<file path="src/rtl/clk_sched_pkg.sv">
// Shared types, default widths and helpers for the clock-divider scheduler.
package clk_sched_pkg;

  localparam int DEF_N_REQ  = 4;
  localparam int DEF_CNT_W  = 32;
  localparam int DEF_HOLD_W = 16;

  // Widest divide count the clamp helper handles; callers zero-extend into it.
  localparam int MAX_CNT_W  = 64;

  typedef enum logic [1:0] {
    IDLE    = 2'd0,
    LOAD    = 2'd1,
    RUN     = 2'd2,
    RELEASE = 2'd3
  } sched_state_t;

  // The divider never matches a count of 0, so 0 is promoted to 1.
  function automatic logic [MAX_CNT_W-1:0] clamp_count(input logic [MAX_CNT_W-1:0] count);
    return (count == '0) ? MAX_CNT_W'(1) : count;
  endfunction

endpackage

</file>
<file path="src/rtl/rr_arbiter.sv">
// Combinational round-robin pick: first requester after `last`, wrapping.
module rr_arbiter
  import clk_sched_pkg::*;
#(
  parameter int N_REQ = DEF_N_REQ,
  parameter int IDX_W = 2
) (
  input  logic [N_REQ-1:0] req,
  input  logic [IDX_W-1:0] last,
  output logic [N_REQ-1:0] win,
  output logic [IDX_W-1:0] win_idx,
  output logic             win_valid
);

  logic [IDX_W-1:0] cand;

  // Scan last+1 .. last (wrapping) and keep the first active request.
  always_comb begin
    win       = '0;
    win_idx   = '0;
    win_valid = 1'b0;
    cand      = '0;
    for (int k = 1; k <= N_REQ; k++) begin
      cand = IDX_W'((int'(last) + k) % N_REQ);
      if (!win_valid && req[cand]) begin
        win_valid = 1'b1;
        win_idx   = cand;
      end
    end
    if (win_valid) begin
      win[win_idx] = 1'b1;
    end
  end

endmodule

</file>
<file path="src/rtl/clk_div_scheduler.sv">
// Time-shares one programmable clock divider among N_REQ requesters.
//
//   state   | meaning
//   --------+---------------------------------------------------------
//   IDLE    | divider held in reset, waiting for any request
//   LOAD    | winner's count driven, divider still in reset for one cycle
//   RUN     | divider free-running, counting output toggles
//   RELEASE | grant_done pulse, divider back in reset, pointer advanced
module clk_div_scheduler
  import clk_sched_pkg::*;
#(
  parameter int N_REQ  = DEF_N_REQ,
  parameter int CNT_W  = DEF_CNT_W,
  parameter int HOLD_W = DEF_HOLD_W
) (
  input  logic                   inclk,
  input  logic                   Reset,
  input  logic [N_REQ-1:0]       req,
  input  logic [N_REQ*CNT_W-1:0] req_count,
  input  logic [HOLD_W-1:0]      hold_toggles,
  input  logic                   div_outclk,
  output logic [CNT_W-1:0]       div_clk_count,
  output logic                   div_reset,
  output logic [N_REQ-1:0]       grant,
  output logic                   grant_done,
  output logic                   busy
);

  localparam int               IDX_W    = (N_REQ > 1) ? $clog2(N_REQ) : 1;
  localparam logic [IDX_W-1:0] LAST_RST = IDX_W'(N_REQ - 1);

  sched_state_t     state;
  logic [IDX_W-1:0] last;
  logic [IDX_W-1:0] gnt_idx;
  logic [HOLD_W-1:0] hold_lat;
  logic [HOLD_W-1:0] tog_cnt;
  logic             prev_outclk;

  logic [N_REQ-1:0] win;
  logic [IDX_W-1:0] win_idx;
  logic             win_valid;
  logic [CNT_W-1:0] cnt_arr [N_REQ];
  logic [CNT_W-1:0] win_count;
  logic [CNT_W-1:0] win_count_clamped;

  logic             toggle;
  logic             owner_req;
  logic [HOLD_W-1:0] tog_cnt_inc;
  logic             hold_hit;
  logic             tog_cnt_full;

  rr_arbiter #(
    .N_REQ (N_REQ),
    .IDX_W (IDX_W)
  ) u_rr_arbiter (
    .req       (req),
    .last      (last),
    .win       (win),
    .win_idx   (win_idx),
    .win_valid (win_valid)
  );

  for (genvar g = 0; g < N_REQ; g++) begin : g_cnt
    assign cnt_arr[g] = req_count[g*CNT_W +: CNT_W];
  end

  assign win_count         = cnt_arr[win_idx];
  assign win_count_clamped = CNT_W'(clamp_count(MAX_CNT_W'(win_count)));

  // Divider output is already registered in this domain, so one flop is
  // enough to detect its edges.
  assign toggle       = div_outclk ^ prev_outclk;
  assign owner_req    = req[gnt_idx];
  assign tog_cnt_inc  = tog_cnt + HOLD_W'(1);
  assign tog_cnt_full = &tog_cnt;
  assign hold_hit     = (hold_lat != '0) && toggle && (tog_cnt_inc == hold_lat);

  // Scheduler FSM with registered outputs, latched grant parameters and toggle counter.
  always_ff @(posedge inclk) begin
    if (Reset) begin
      state         <= IDLE;
      div_reset     <= 1'b1;
      div_clk_count <= '0;
      grant         <= '0;
      grant_done    <= 1'b0;
      busy          <= 1'b0;
      last          <= LAST_RST;
      gnt_idx       <= '0;
      hold_lat      <= '0;
      tog_cnt       <= '0;
      prev_outclk   <= 1'b0;
    end else begin
      grant_done <= 1'b0;
      case (state)
        IDLE: begin
          div_reset <= 1'b1;
          if (win_valid) begin
            grant         <= win;
            gnt_idx       <= win_idx;
            div_clk_count <= win_count_clamped;
            hold_lat      <= hold_toggles;
            busy          <= 1'b1;
            state         <= LOAD;
          end
        end

        LOAD: begin
          // Divider sees its new count while still cleared; release it next.
          prev_outclk <= 1'b0;
          tog_cnt     <= '0;
          div_reset   <= 1'b0;
          state       <= RUN;
        end

        RUN: begin
          prev_outclk <= div_outclk;
          // Saturation only matters in hold-until-drop mode; otherwise the
          // hold compare ends the grant before the counter can wrap.
          if (toggle && !tog_cnt_full) begin
            tog_cnt <= tog_cnt_inc;
          end
          if (!owner_req || hold_hit) begin
            div_reset  <= 1'b1;
            grant      <= '0;
            grant_done <= 1'b1;
            busy       <= 1'b0;
            last       <= gnt_idx;
            state      <= RELEASE;
          end
        end

        RELEASE: begin
          state <= IDLE;
        end

        default: begin
          state <= IDLE;
        end
      endcase
    end
  end

endmodule
</file>
<file path="config.mk">
export PLATFORM = sky130hd
export DESIGN_NAME = clk_div_scheduler
export DESIGN_NICKNAME = d
export VERILOG_FILES = /design/src/rtl/clk_sched_pkg.sv /design/src/rtl/rr_arbiter.sv /design/src/rtl/clk_div_scheduler.sv
export SDC_FILE = /design/constraint.sdc
export NUM_CORES = 1
export LEC_CHECK = 0
export CORE_ASPECT_RATIO = 2
export CORE_MARGIN = 2
export CORE_UTILIZATION = 45
export CTS_CLUSTER_SIZE = 14
export DETAILED_ROUTE_END_ITERATION = 12
export GPL_ROUTABILITY_DRIVEN = 1
export GPL_TIMING_DRIVEN = 0
export PLACE_DENSITY_LB_ADDON = 0.1
export SETUP_SLACK_MARGIN = 0.1
export SLEW_MARGIN = 10
export SYNTH_ARGS = -nofsm -noshare
export SYNTH_HDL_FRONTEND = slang
export SYNTH_SLANG_ARGS = --single-unit
</file>
<file path="constraint.sdc">
create_clock -name inclk -period 6.2 [get_ports inclk]
set_clock_uncertainty 0.15 [all_clocks]
set_input_delay 1.24 -clock inclk [delete_from_list [all_inputs] [get_ports inclk]]
set_output_delay 1.24 -clock inclk [all_outputs]
set_load 0.1 [all_outputs]
</file>
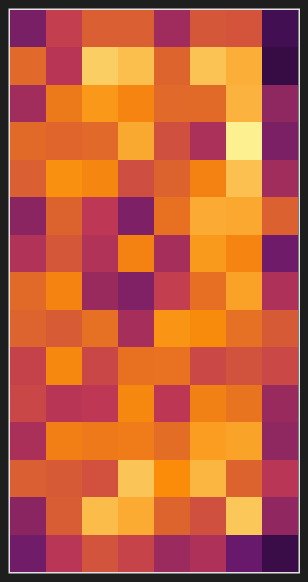
Figure 1: cell density map.
The die is cut into 8 by 15 equal tiles; black is low, pale yellow is high, 0 to 100% covered.
mean over tiles	60%
tiles over 75% full	19%
fullest tile	97%

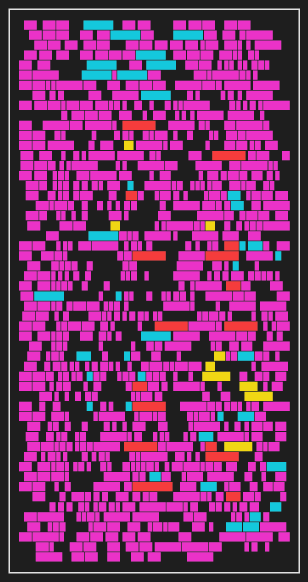
Figure 2: cells by drive strength.
colour	size	cells	share
cyan	_2 cells	37	4.2%
magenta	_0 and _1 cells	814	93%
red	_6 and larger	16	1.8%
yellow	_3 and _4 cells	9	1.0%

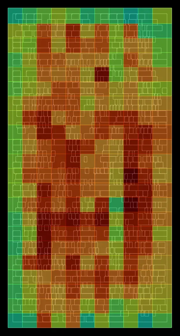
Figure 3: congestion heat map.
GR Util met1: 30.52%
met3 Track Usage GR: 7.346%
busiest layer in global routing: met2

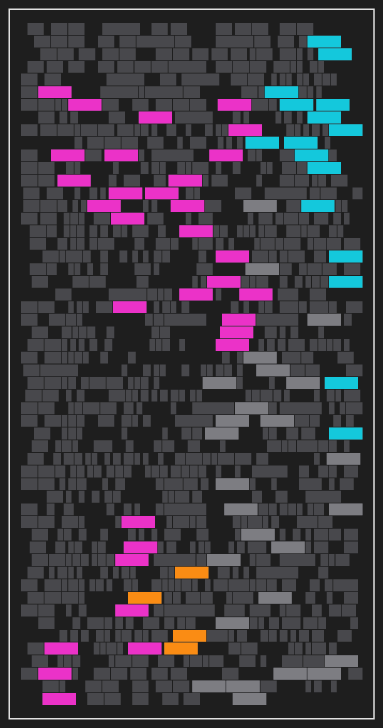
Figure 4: where the registers sit.
Other sequential cells in the stronger grey, the rest of the logic in the fainter grey.
colour	name in the netlist	placed flops
cyan	`hold_lat`	16
orange	`grant`	4
magenta	`div_clk_count`	32
not coloured	26

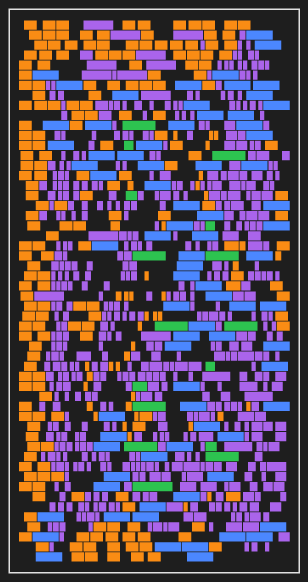
Figure 5: cell classes on the final placement.
colour	class	cells
green	clock drivers and dummy loads	16
purple	combinational and other logic	549
orange	remaining buffers and delay cells	233
blue	sequential cells	78
fraction of standard cell area that is sequential: 21.32%
Core Rows: 54

==> Flow_metrics.wiki <==
== Flow metrics ==
{| class="wikitable"
! Metric !! Value
|-
| Outcome || finished, final reports clean
|-
| Wire length per cell || 20.44 um
|-
| Ordered list of cells on the worst path || clkdlybuf4s50_1, nor2b_1, nor2_1, nor2_1, buf_2, buf_1, nor3_1, nor4_1, nor4_1, a31o_1
|-
| Post-place instance area || 7017 um2
|-
| Startpoint kind of the worst setup timing path || primary input
|-
| Finished Core Util || 67.74%
|-
| Leakage power summed over all cells || between 2 and 3 nW
|-
| Core footprint || about 11000 um2
|-
| Multi-input gate area in the final layout || roughly 3200 um2
|-
| Chip Width || about 78 um
|-
| Yosys stat cell total || ~670
|-
| Clk cell area share || 4.186%
|-
| Worst setup slack after placement || 1.646 ns
|-
| Startpoint-to-endpoint class of the critical path || primary input to flop
|-
| Combinational share of power || between 50% and 60%
|-
| Number of flip-flops in the largest register || 32
|-
| Global placer's final weighted congestion || between 1 and 1.5
|-
| Layout overhead on the synthesized area || 47.95%
|-
| WP depth || 10
|-
| Relative contribution of the clock network to total power || between 10% and 20%
|-
| Xor-xnor portion of the synthesized cell area || 4.424%
|-
| Top metal layer carrying routed signals || met4
|-
| Register bit total from synthesis || just under 80
|-
| Data required, critical path || around 6.3 ns
|-
| Share of layout cells above drive strength 1 || ~7.1%
|-
| Post-layout minimum cycle time || about 4.3 ns
|-
| Top delay family on crit path || buffers and inverters
|-
| Net Sw Power || around 1.6 mW
|-
| Clk slew on worst S/H paths || 0.07 ns
|-
| Vias || roughly 6k
|-
| Number of optimization iterations in the first detailed-route pass || 5
|-
| Net count after synthesis || 827
|-
| DP HPWL || ~17000 um
|-
| Post-DRT Antenna Nets || 0
|-
| Initial antenna violation count || 0
|-
| Fraction of power consumed by sequential logic || between 20% and 30%
|-
| Starting DRC count in detailed routing || approximately 330
|-
| Post-synth top area share || a little under a third
|-
| Max-slew violation count || 0
|-
| Slowest stage delay, CP || between 0.6 and 0.7 ns
|-
| Dominant cell type by area after synthesis || sky130_fd_sc_hd__dfxtp_1
|-
| Worst R2R Start || tog_cnt[1]
|-
| Placed Instances || ~1k
|-
| Clock Tree Buf Depth || 2
|-
| Post-synth ARST share || 0%
|-
| Synth Seq Share || roughly a third
|-
| Reported clock group power || between 0.5 and 0.6 mW
|-
| Yosys top cell by instances || sky130_fd_sc_hd__nand2_1
|-
| Number of well taps || about 140
|-
| Number of top-level pins || between 150 and 200
|-
| Hold_sp || div_clk_count[2]
|-
| Setup slack of the critical path after layout || 1.943 ns
|-
| RSZ-0062 raised after global routing || no
|-
| Insertion delay to the later sink of the worst-skew pair || roughly 0.34 ns
|-
| Largest cells by area after synthesis || sky130_fd_sc_hd__dfxtp_1 32%, sky130_fd_sc_hd__nand2_1 13%, sky130_fd_sc_hd__nand3_1 7.4%, sky130_fd_sc_hd__a21oi_1 6.9%, sky130_fd_sc_hd__mux4_2 5.5%
|-
| Top_reg_cell synth || sky130_fd_sc_hd__dfxtp_1
|-
| Slack of the worst reg-to-reg path || about 3.1 ns
|-
| Critical path's slowest cell || sky130_fd_sc_hd__clkdlybuf4s50_1
|-
| Largest fanout on the critical path || 10
|-
| Number of instances on the worst hold path || 2
|-
| Yosys stat chip area || between 4000 and 5000 um2
|-
| Total power draw || between 3 and 4 mW
|-
| DRT met1 WL || between 6000 and 7000 um
|-
| Simple-gate share of the synthesized area || about 36%
|-
| Min-Delay Endpoint || div_clk_count[2]
|-
| Maximum operating frequency || 234.9 MHz
|-
| Mux area share || a little over 7%
|-
| Final TNS setup || 0 ns
|-
| Commonest non-fill, non-tap cells in the layout || 189 x sky130_fd_sc_hd__clkdlybuf4s50_1, 172 x sky130_fd_sc_hd__nand2_1, 78 x sky130_fd_sc_hd__dfxtp_1
|-
| Antenna diode instance count || 0
|-
| Fraction of the core area occupied by cells at floorplan || a little under half
|-
| Count of mapped cells out of synthesis || 671
|-
| Bufs w/o clock || 233
|-
| Commonest non-fill, non-tap cell in the layout || sky130_fd_sc_hd__clkdlybuf4s50_1
|-
| Max transition margin || 28.02%
|-
| First-pass GRT wire length || around 31000 um
|-
| Total of clock buffers placed in the layout || 9
|-
| Worst hold-check slack || 0.3046 ns
|-
| Leading cell kind || logic gates
|-
| Data arrival, critical path || around 4.3 ns
|-
| Switching power share of the total || between 50% and 60%
|-
| Port buffer count || 189
|-
| Crit path launch || req[3]
|-
| Die extent in y || 152.3 um
|-
| Detail-routed via count per cell || around 6
|-
| Post-synthesis adder-cell area fraction || 1.264%
|-
| Post-CTS repair timing setup buffer count || 0
|-
| Gr ovfl total || 0
|-
| Regs by FF count || div_clk_count: 32 flops, hold_lat: 16 flops, tog_cnt: 16 flops
|-
| Cell Area, Synth || 4950 um2
|-
| Signal buffers share of area || 28.62%
|-
| Largest non-sequential cell family by area || simple AND/OR/NAND/NOR gates
|-
| Most frequent cells after synthesis || 172 x sky130_fd_sc_hd__nand2_1, 78 x sky130_fd_sc_hd__dfxtp_1, 73 x sky130_fd_sc_hd__nand3_1, 68 x sky130_fd_sc_hd__a21oi_1, 37 x sky130_fd_sc_hd__nor2_1
|-
| TritonCTS clock tree || built
|-
| Number of violations of the max-capacitance limit || 0
|-
| Crit Reg-Reg Endpoint || last[1]
|-
| Mean area per synthesized cell || ~7.4 um2
|-
| Fraction of the cycle the final worst path needs || between 60% and 70%
|-
| Cell Type Count || 66
|-
| Multi-input comb cells || around 540
|-
| Flop count || 78
|}
Power and IR drop assume default switching activity.
